sizes.png
Drawn at 4 px/micron.
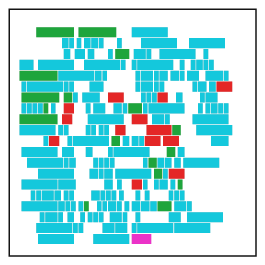
layer_met3.png
Drawn at 6 px/micron. Cells faint in the background.
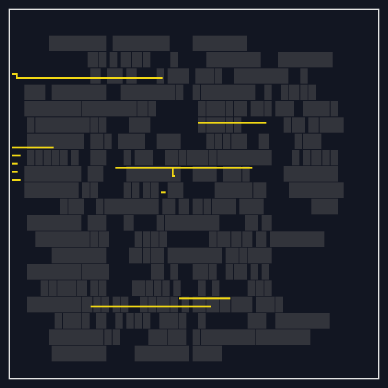
<file path="config.mk">
export PLATFORM = sky130hd
export DESIGN_NAME = disp_page_ctrl
export DESIGN_NICKNAME = d
export VERILOG_FILES = /design/src/rtl/disp_page_ctrl.sv
export SDC_FILE = /design/constraint.sdc
export NUM_CORES = 1
export LEC_CHECK = 0
export ABC_AREA = 1
export CORE_MARGIN = 2
export CORE_UTILIZATION = 54
export DETAILED_ROUTE_END_ITERATION = 10
export DONT_BUFFER_PORTS = 1
export PLACE_DENSITY = 0.69
export SLEW_MARGIN = 20
export SYNTH_ARGS = -nofsm -noshare
export SYNTH_HDL_FRONTEND = slang
export SYNTH_SLANG_ARGS = --single-unit
</file>
<file path="constraint.sdc">
create_clock -name clk50MHz -period 2.4 [get_ports clk50MHz]
set_input_delay 0.24 -clock clk50MHz [delete_from_list [all_inputs] [get_ports clk50MHz]]
set_output_delay 0.24 -clock clk50MHz [all_outputs]
set_load 0.1 [all_outputs]
</file>
<file path="src/rtl/disp_page_ctrl.sv">
// Display page controller: free-running digit scan plus input/busy/result page FSM.
// Optional blanking of the display in S_BUSY is enabled by defining DISP_BLINK_EN.
module disp_page_ctrl #(
   parameter int unsigned DIV  = 50000,
   parameter int unsigned HOLD = 250
) (
   input  logic       clk50MHz,
   input  logic       rst,
   input  logic       go,
   input  logic       done,
   input  logic       clear,
   output logic [1:0] LEDsel,
   output logic [3:0] an,
   output logic       busy,
   output logic       Done_out
);

   localparam int unsigned PW = (DIV > 2) ? $clog2(DIV) : 1;

   typedef enum logic [1:0] {
      S_IN   = 2'd0,
      S_BUSY = 2'd1,
      S_RES  = 2'd2
   } state_t;

   state_t        state;
   state_t        state_nxt;
   logic [PW-1:0] presc;
   logic [1:0]    digit;
   logic [1:0]    digit_nxt;
   logic [7:0]    frame_cnt;
   logic          blank;
   logic          blank_nxt;
   logic          tick;
   logic          frame_end;
   logic          timeout;

   assign tick      = (presc == PW'(DIV - 1));
   assign frame_end = tick && (digit == 2'd3);
   assign digit_nxt = tick ? digit + 2'd1 : digit;
   assign timeout   = frame_end && (frame_cnt == 8'(HOLD - 1));

   // Next page; clear beats done beats go, and go beats the result-page timeout.
   always_comb begin
      state_nxt = state;
      unique case (state)
         S_IN:    if (go) state_nxt = S_BUSY;
         S_BUSY:  if (done) state_nxt = S_RES;
         S_RES: begin
            if (go)           state_nxt = S_BUSY;
            else if (timeout) state_nxt = S_IN;
         end
         default: state_nxt = S_IN;
      endcase
      if (clear) state_nxt = S_IN;
   end

`ifdef DISP_BLINK_EN
   // Blank every other frame while busy; always drop blanking when leaving S_BUSY.
   always_comb begin
      blank_nxt = 1'b0;
      if (state_nxt == S_BUSY)
         blank_nxt = (state == S_BUSY && frame_end) ? ~blank : blank;
   end
`else
   assign blank_nxt = 1'b0;
`endif

   // Prescaler and digit scan run free; only rst touches them.
   always_ff @(posedge clk50MHz or posedge rst) begin
      if (rst) begin
         presc <= '0;
         digit <= 2'd0;
         blank <= 1'b0;
         an    <= 4'b1110;
      end else begin
         presc <= tick ? '0 : presc + PW'(1);
         digit <= digit_nxt;
         blank <= blank_nxt;
         an    <= blank_nxt ? 4'b1111 : ~(4'b0001 << digit_nxt);
      end
   end

   always_ff @(posedge clk50MHz or posedge rst) begin
      if (rst) begin
         state     <= S_IN;
         LEDsel    <= 2'b00;
         busy      <= 1'b0;
         Done_out  <= 1'b0;
         frame_cnt <= 8'd0;
      end else begin
         state    <= state_nxt;
         busy     <= (state_nxt == S_BUSY);
         Done_out <= (state_nxt == S_RES);
         unique case (state_nxt)
            S_BUSY:  LEDsel <= 2'b10;
            S_RES:   LEDsel <= 2'b01;
            default: LEDsel <= 2'b00;
         endcase
         if (state_nxt != S_RES || state != S_RES)
            frame_cnt <= 8'd0;
         else if (frame_end)
            frame_cnt <= frame_cnt + 8'd1;
      end
   end

endmodule

</file>
==> impl_metrics.ini <==
; generated from flow reports
[placement]
numPortBuffers = 0
pre_cts_slack_ps = 764.9
dp.cells = 247
gp_congestion = 0.8112

[critical_path]
crit_chain = ha_1 -> nand3_1 -> nor2_2 -> nand2_4 -> xor2_1 -> inv_1 -> nand2_1
reg2reg_slack_ps = 770
endpoint_kind = register
worstRegToRegCells = 7
reg2reg_to = an[1]
criticalPathCategory = reg2reg
critPathSlowestCell = dfrtp_1
cp_max_fo = 7
endpoint = an[1]
worstSetupStartpointType = register
cp_num_buf_inv = 1
crit_arrival_ps = 1890

[pwr]
seq_power_mw = 0.607
maxPowerGroup = sequential cells
p_comb_mw = 0.0232
power.density_nw_per_um2 = 501.5
pwr-share-seq_pct = 64.0
clock_power_share_pct = 33.6
swShare_pct = 23.38

[logic_synthesis]
compound_area_share_pct = 3.879
top_cell_area_share_pct = 43.72
async_flop_share_pct = 100.0
common_cells = nor2_1 (35), nand2_1 (33), dfrtp_1 (31)
synthCells = 206
synth.largest_area_cell = dfrtp_1
ys_sh_mux_pct = 0
ys_warn_count = 0
area_leaders = dfrtp_1 (44%), nor2_1 (7.4%), nand2_1 (7.0%), inv_1 (5.7%), xor2_1 (4.9%)
ys_sh_adder_pct = 2.821
ys_ff = 34
ys_sh_simple_pct = 30.47
ys_top_logic_family = simple AND/OR/NAND/NOR gates
xor_area_share_pct = 6.911
synth_nets = 215
yosysMostFrequentCell = nor2_1
yosys_area_sq_um = 1774
edf_count = 0
syn-cell-area_sq_um = 1774
ys_seq_share_pct = 48.17

[cts]
htreeDepth = 2
cts_tree = built
clk_latency_ps = 320
cts_buffer_depth = 2
numCtsBuffers = 5
cts_setup_buffers = 0
clock_sink_count = 34
cts-resized-gates = 0
ctsRootBufferMaster = clkbuf_4

[final_layout]
final_util_pct = 61.50
seq_area_sq_um = 857.1
area_growth_pct = 6.700
layout-drive-gt1-share_pct = 14.55
final_area_sq_um = 1893
antenna_cells = 0
mostFrequentLayoutCells = nor2_1 (35), nand2_1 (33), dfrtp_1 (29)
final_common_cell = nor2_1
n_fill_cell = 262
final_cells = 257

[global_routing]
grt_pass1_wl_microns = 5409
grt_antenna_before_repair = 0
track_usage_pct = 19.96
grt_pass1_vias = 1274

[drt]
ant_nets = 0
drc_errors = 0
vias = 1289
routed_wl_microns = 3023
wl_per_cell_microns = 11.76

[final_timing]
fin_crit_ps = 1631
setup_viol = 0
worst_slack_ps = 769.4
finalCritPeriodShare_pct = 67.94
hold_ws_ps = 84.58
rsz0062_at_grt = false
fin_setup_tns_ps = 0

[die]
rows = 20
core_sq_um = 3078
fp_util_pct = 57.64
die_w_microns = 61.32
die_y_microns = 61.32
pin_count = 13
chipArea_sq_um = 3760

[hold_path]
whs_path_depth = 2
min_path_type = in2reg

[run]
warnings = 27
drv_cap = 0

[run_status]
status = complete, no violations
-- sizes.png (at the start) --
_0 and _1 cells: marked cyan, cells 182. _2 cells: marked green, cells 17. _6 and larger: marked magenta, cells 1. _3 and _4 cells: marked red, cells 13.

-- layer_met3.png (at the start) --
The longest straight run is 24.1 microns. The layer holds 3.3% of the routed length. 10 nets have wire on it.

-- layout make-up --
class	instances	share of cell area [%]
flip-flops and latches	34	45.27
repair buffers	3	1.454
multi-input cells	138	41.31
inverters	30	5.948
well taps	44	2.908
clock buffers	8	3.106
-- registers in the layout, indices dropped and copies added (netlist names) --
register	cells
presc	16
digit	2
frame_cnt	8
state	2
Done_out	1
an	4
LEDsel	1
-- layer usage --
| layer | routed length, microns | GRT usage [%] |
|---|---|---|
| met5 | 0 | 0 |
| met4 | 19 | 5.590 |
| met1 | 1485 | 27.42 |
| met3 | 99 | 6.513 |
| met2 | 1418 | 30.55 |
-- timing repair --
item                                    4_1_cts  5_1_grt
hold endpoints to repair                     19        0
hold buffers                                  2        0
endpoints found under the setup margin        0        0
No activity file was given, so power comes from the tool's default toggle rates.
